==> src/rtl/xlr8_pm_loader.sv <==
// Program-memory loader: packs a little-endian byte stream into 16-bit words,
// writes them to consecutive addresses, and optionally re-reads the region
// and compares its sum against the write checksum.
module xlr8_pm_loader #(
    parameter int PM_SIZE = 16,
    parameter int ADDR_W  = 16
) (
    input  logic              clk,
    input  logic              rst_flash_n,
    input  logic              start,
    input  logic [ADDR_W-1:0] start_addr,
    input  logic [ADDR_W-1:0] word_count,
    input  logic              verify_en,
    input  logic              byte_valid,
    input  logic [7:0]        byte_data,
    output logic              byte_ready,
    output logic              pm_ce,
    output logic              pm_wr,
    output logic [ADDR_W-1:0] pm_addr,
    output logic [15:0]       pm_wr_data,
    input  logic [15:0]       pm_rd_data,
    output logic              busy,
    output logic              done,
    output logic              error,
    output logic [15:0]       checksum
);

    localparam logic [ADDR_W:0] DEPTH = (ADDR_W+1)'(PM_SIZE * 1024);

    typedef enum logic [2:0] {
        IDLE, RANGE, LO, HI, WRITE, VREAD, VCMP, FIN
    } state_t;

    state_t            r_state;
    logic [ADDR_W-1:0] r_start;
    logic [ADDR_W-1:0] r_wc;
    logic              r_ven;
    logic [ADDR_W-1:0] r_addr;
    logic [ADDR_W-1:0] r_cnt;
    logic [7:0]        r_lo;
    logic [15:0]       r_vsum;
    logic              r_byte_ready;
    logic              r_pm_ce;
    logic              r_pm_wr;
    logic [ADDR_W-1:0] r_pm_addr;
    logic [15:0]       r_pm_wr_data;
    logic              r_busy;
    logic              r_done;
    logic              r_error;
    logic [15:0]       r_checksum;

    // End address computed one bit wider so an overflowing range cannot wrap
    // back into the legal window.
    logic [ADDR_W:0]   w_end;
    logic              w_oob;
    logic [15:0]       w_vsum_nxt;
    logic              w_last;

    assign w_end      = {1'b0, r_start} + {1'b0, r_wc};
    assign w_oob      = (w_end > DEPTH);
    assign w_vsum_nxt = r_vsum + pm_rd_data;
    assign w_last     = (r_cnt == ADDR_W'(1));

    assign byte_ready = r_byte_ready;
    assign pm_ce      = r_pm_ce;
    assign pm_wr      = r_pm_wr;
    assign pm_addr    = r_pm_addr;
    assign pm_wr_data = r_pm_wr_data;
    assign busy       = r_busy;
    assign done       = r_done;
    assign error      = r_error;
    assign checksum   = r_checksum;

    // Loader FSM; every output is registered and set on entry to the state
    // that owns it, so reset drops pm_ce and byte_ready at once.
    always_ff @(posedge clk or negedge rst_flash_n) begin
        if (!rst_flash_n) begin
            r_state      <= IDLE;
            r_start      <= '0;
            r_wc         <= '0;
            r_ven        <= 1'b0;
            r_addr       <= '0;
            r_cnt        <= '0;
            r_lo         <= '0;
            r_vsum       <= '0;
            r_byte_ready <= 1'b0;
            r_pm_ce      <= 1'b0;
            r_pm_wr      <= 1'b0;
            r_pm_addr    <= '0;
            r_pm_wr_data <= '0;
            r_busy       <= 1'b0;
            r_done       <= 1'b0;
            r_error      <= 1'b0;
            r_checksum   <= '0;
        end else begin
            case (r_state)
                IDLE: if (start) begin
                    r_start    <= start_addr;
                    r_wc       <= word_count;
                    r_ven      <= verify_en;
                    r_addr     <= start_addr;
                    r_cnt      <= word_count;
                    r_error    <= 1'b0;
                    r_checksum <= '0;
                    r_busy     <= 1'b1;
                    r_state    <= RANGE;
                end
                RANGE: begin
                    if (w_oob) begin
                        r_error <= 1'b1;
                        r_done  <= 1'b1;
                        r_state <= FIN;
                    end else if (r_cnt == '0) begin
                        r_done  <= 1'b1;
                        r_state <= FIN;
                    end else begin
                        r_byte_ready <= 1'b1;
                        r_state      <= LO;
                    end
                end
                LO: if (byte_valid) begin
                    r_lo    <= byte_data;
                    r_state <= HI;
                end
                HI: if (byte_valid) begin
                    r_byte_ready <= 1'b0;
                    r_pm_ce      <= 1'b1;
                    r_pm_wr      <= 1'b1;
                    r_pm_addr    <= r_addr;
                    r_pm_wr_data <= {byte_data, r_lo};
                    r_state      <= WRITE;
                end
                WRITE: begin
                    r_checksum <= r_checksum + r_pm_wr_data;
                    r_addr     <= r_addr + ADDR_W'(1);
                    r_cnt      <= r_cnt - ADDR_W'(1);
                    if (!w_last) begin
                        r_pm_ce      <= 1'b0;
                        r_byte_ready <= 1'b1;
                        r_state      <= LO;
                    end else if (r_ven) begin
                        // Rewind for the readback pass; first read issues next cycle.
                        r_addr    <= r_start;
                        r_cnt     <= r_wc;
                        r_vsum    <= '0;
                        r_pm_wr   <= 1'b0;
                        r_pm_addr <= r_start;
                        r_state   <= VREAD;
                    end else begin
                        r_pm_ce <= 1'b0;
                        r_done  <= 1'b1;
                        r_state <= FIN;
                    end
                end
                VREAD: begin
                    r_pm_ce <= 1'b0;
                    r_addr  <= r_addr + ADDR_W'(1);
                    r_state <= VCMP;
                end
                VCMP: begin
                    r_vsum <= w_vsum_nxt;
                    r_cnt  <= r_cnt - ADDR_W'(1);
                    if (!w_last) begin
                        r_pm_ce   <= 1'b1;
                        r_pm_wr   <= 1'b0;
                        r_pm_addr <= r_addr;
                        r_state   <= VREAD;
                    end else begin
                        if (w_vsum_nxt != r_checksum) r_error <= 1'b1;
                        r_done  <= 1'b1;
                        r_state <= FIN;
                    end
                end
                FIN: begin
                    r_done  <= 1'b0;
                    r_busy  <= 1'b0;
                    r_state <= IDLE;
                end
                default: r_state <= IDLE;
            endcase
        end
    end

endmodule

==> config.mk <==
export PLATFORM = sky130hd
export DESIGN_NAME = xlr8_pm_loader
export DESIGN_NICKNAME = d
export VERILOG_FILES = /design/src/rtl/xlr8_pm_loader.sv
export SDC_FILE = /design/constraint.sdc
export NUM_CORES = 1
export LEC_CHECK = 0
export CAP_MARGIN = 20
export CORE_ASPECT_RATIO = 2
export CORE_MARGIN = 4
export CORE_UTILIZATION = 53
export DETAILED_ROUTE_END_ITERATION = 10
export PLACE_DENSITY = 0.84
export SYNTH_ARGS = -nofsm -noshare
export SYNTH_HDL_FRONTEND = slang
export SYNTH_SLANG_ARGS = --single-unit
==> constraint.sdc <==
create_clock -name clk -period 10.2 [get_ports clk]
set_input_delay 1.53 -clock clk [delete_from_list [all_inputs] [get_ports clk]]
set_output_delay 1.53 -clock clk [all_outputs]
set_load 0.005 [all_outputs]
Fig. 1: routed clock nets over the placement
The bar under the picture is 20 um long.
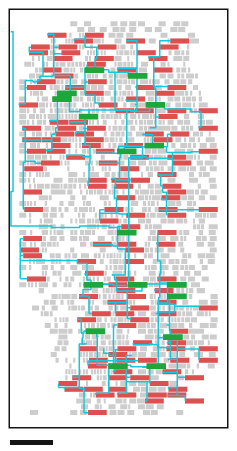
Key: red = flip-flops [count 146]; cyan = clock wires [length 1870 um]; green = cells driving clock nets [count 17]
There are 18 routed clock nets.
clk_skew: 0.00698 ns
Clock Latency Late Sink: 0.43 ns
power share of the clock group: 0.153
clk pwr: 0.000607 W

Fig. 2: placement view
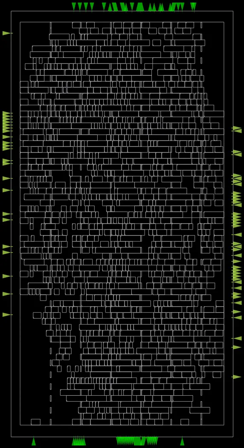
flop share of the area: 0.328
# Taps: 210
Layout Utilization: 0.646

Fig. 3: wiring by layer
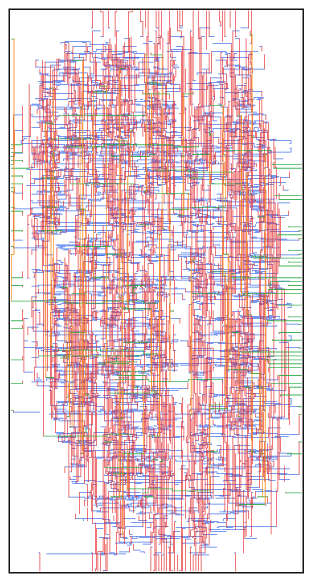
Key: green = met3 [wire length 1160 um]; orange = met4 [wire length 2240 um]; red = met2 [wire length 15200 um]; blue = met1 [wire length 9580 um]
routed via count: 8560
wire length after detailed routing: 28200 um
global-route total usage across every layer: 0.290
WL per Instance: 20.3 um

Fig. 4: a small window of the routed layout
Region (31, 39) to (71, 79) um. Cells in grey, sequential cells in the stronger grey; small squares are vias.
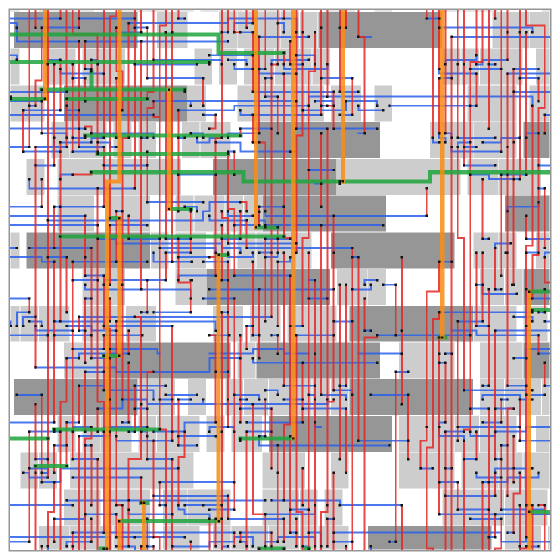
Key: green = met3; red = met2; orange = met4; blue = met1
Sequential cells in the window: 16. 136 logic cells have their middle in the window. Netlist names of flops here include `r_addr` (6), `pm_addr` (4), `r_start` (3). Most frequent: nand2_1 (30), dfrtp_1 (16), nor2_1 (14).

Fig. 5: metal 3
The bar under the picture is 20 um long.
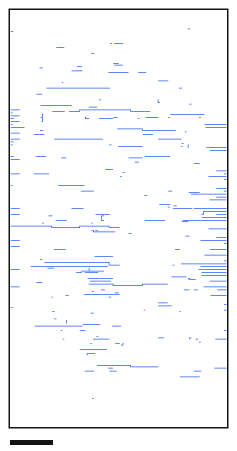
The layer holds 4.1% of the routed length. The wires run mostly horizontal. The layer carries 1160 um of wire. The longest straight run is 35.9 um.
fraction of met3 tracks used by global routing: 0.0447

[sequential cells by signal, indices dropped and copies added, names as in the netlist, 8 cells and up]
signal / flops
checksum: 16
pm_addr: 16
pm_wr_data: 16
r_addr: 16
r_cnt: 16
r_start: 16
r_vsum: 16
r_wc: 16
r_lo: 8
[how the worst max path moves through the flow]
stage	slack, ns	start	endpoint	depth (start not counted)
5_1_grt	5.28	pm_rd_data[0]	error	12
2_1_floorplan	5.86	pm_rd_data[0]	error	10
6_report	5.49	pm_rd_data[0]	error	12
4_1_cts	5.52	pm_rd_data[0]	error	12
3_3_place_gp	5.09	pm_rd_data[0]	error	12
3_5_place_dp	5.08	pm_rd_data[0]	error	12
==> flow_summary.json <==
{
  "run_status": "complete, no violations",
  "design_internal_power_w": 0.00219,
  "setup-tns-final_ns": 0,
  "sw_frac_of_total": 0.450,
  "synth.area.mux_share": 0.0335,
  "regArea_um2": 3650,
  "hold_class": "flip-flop to flip-flop",
  "worstReg2RegEnd": "r_state[0]",
  "n_all_buffers": 125,
  "stdcell_count": 1388,
  "leakagePower_nw": 4.91,
  "clk_tree_area_frac": 0.0511,
  "placed_cell_area_um2": 10600,
  "clock_tree_from_tritoncts": "yes",
  "detail_route.first_pass.iterations": 5,
  "fp.dieArea_um2": 19900,
  "yosys.area_share.aoi": 0.203,
  "crit_path_top_delay_cell": "sky130_fd_sc_hd__fa_1",
  "num_antenna_cells": 0,
  "finalClockPeriodUsage": 0.462,
  "critical_path.max_fanout": 2,
  "finalWorstSetupSlack_ns": 5.49,
  "cp_num_buf_inv": 1,
  "maxSlewViolCount": 0,
  "worstSetupPathType": "primary input to flip-flop",
  "globalRoute.totalOverflow": 0,
  "cp_data_arrival_time_ns": 5.01,
  "layout-drive-gt1-share": 0.0696,
  "fp.dieW_um": 102,
  "clock_sinks": 146,
  "asyncSetResetFlopFracSynth": 1.00,
  "worst_setup_ep_type": "flip-flop",
  "p_sw_w": 0.00179,
  "critical_path.cell_chain": "clkdlybuf4s50_1 -> ha_1 -> fa_1 -> xor2_1 -> nor4_1 -> o311ai_1 -> nor4_1 -> o2111ai_1 -> or4_1 -> or4_1 -> nor4b_2 -> a31oi_1",
  "non_clock_buffer_area_share": 0.110,
  "drt_first_iter_violations": 696,
  "viasPerCell": 6.17,
  "worst_hold_path.num_cells": 2,
  "place.detailed.hpwl_um": 21200,
  "power.combinational.fraction": 0.541,
  "postSynthSeqShare": 0.392,
  "nFillCells": 1409,
  "fp.dieH_um": 195,
  "syn_area_per_cell_um2": 8.66,
  "cp-start-kind": "primary input",
  "dp_slack_ns": 5.08,
  "worst-endpoint-required_ns": 10.50,
  "top_cells_by_area": "sky130_fd_sc_hd__dfrtp_1 39%, sky130_fd_sc_hd__nand2_1 9.2%, sky130_fd_sc_hd__ha_1 6.6%",
  "hold_worst_path_end": "r_vsum[9]",
  "finalWorstPathRequiredPeriod_ns": 4.71,
  "top_cell_area_share": 0.392,
  "power.share.sequential": 0.306,
  "crit_path_max_incr_delay_ns": 0.48,
  "metal1_wirelength_um": 9580,
  "ff_count": 146,
  "layout.clock_buffers": 19,
  "number_of_global_route_vias_before_repair": 8731,
  "yosys.area_share.xor_xnor": 0.0668,
  "hp-start": "r_vsum[9]",
  "ys_dominant_reg_cell": "sky130_fd_sc_hd__dfrtp_1",
  "edf_count": 0,
  "num_rows": 68,
  "achievable-frequency_ghz": 0.212,
  "synth_chip_area_um2": 9310,
  "sequentialPower_w": 0.00122,
  "number_of_ports_placed_on_the_die_boundary": 115,
  "final-comb-area_um2": 5380,
  "portBuffers": 114,
  "yosys.area_share.simple": 0.202,
  "grt_max_degree": 78,
  "worstReg2RegStart": "r_start[0]",
  "netlist.top_cell.by_instances": "sky130_fd_sc_hd__nand2_1",
  "htree_levels": 4,
  "vdd.ir_drop.worst_mv": 0.169,
  "post_synth_most_frequent_cells": "229 x sky130_fd_sc_hd__nand2_1, 146 x sky130_fd_sc_hd__dfrtp_1, 77 x sky130_fd_sc_hd__nor2_1",
  "netlist_instances": 1075,
  "final_nets": 1278,
  "combinational_share_of_cell_area": 0.483,
  "drv_cap": 0,
  "cts_repair_resize_count": 0,
  "most_instantiated_logic_cell_after_routing": "sky130_fd_sc_hd__nand2_1",
  "clockRootBuffer": "sky130_fd_sc_hd__clkbuf_16",
  "maxPowerGroup": "combinational logic",
  "ys_top_logic_family": "AND-OR/OR-AND gates",
  "fp_nets": 1188,
  "postSynthRegisterBits": 146,
  "fin_worst_hold_slack_ns": 0.489,
  "met2_wirelength_um": 15200,
  "worst_slew_pin_slew_ns": 1.07
}
Power is estimated from default activity; no workload was simulated.
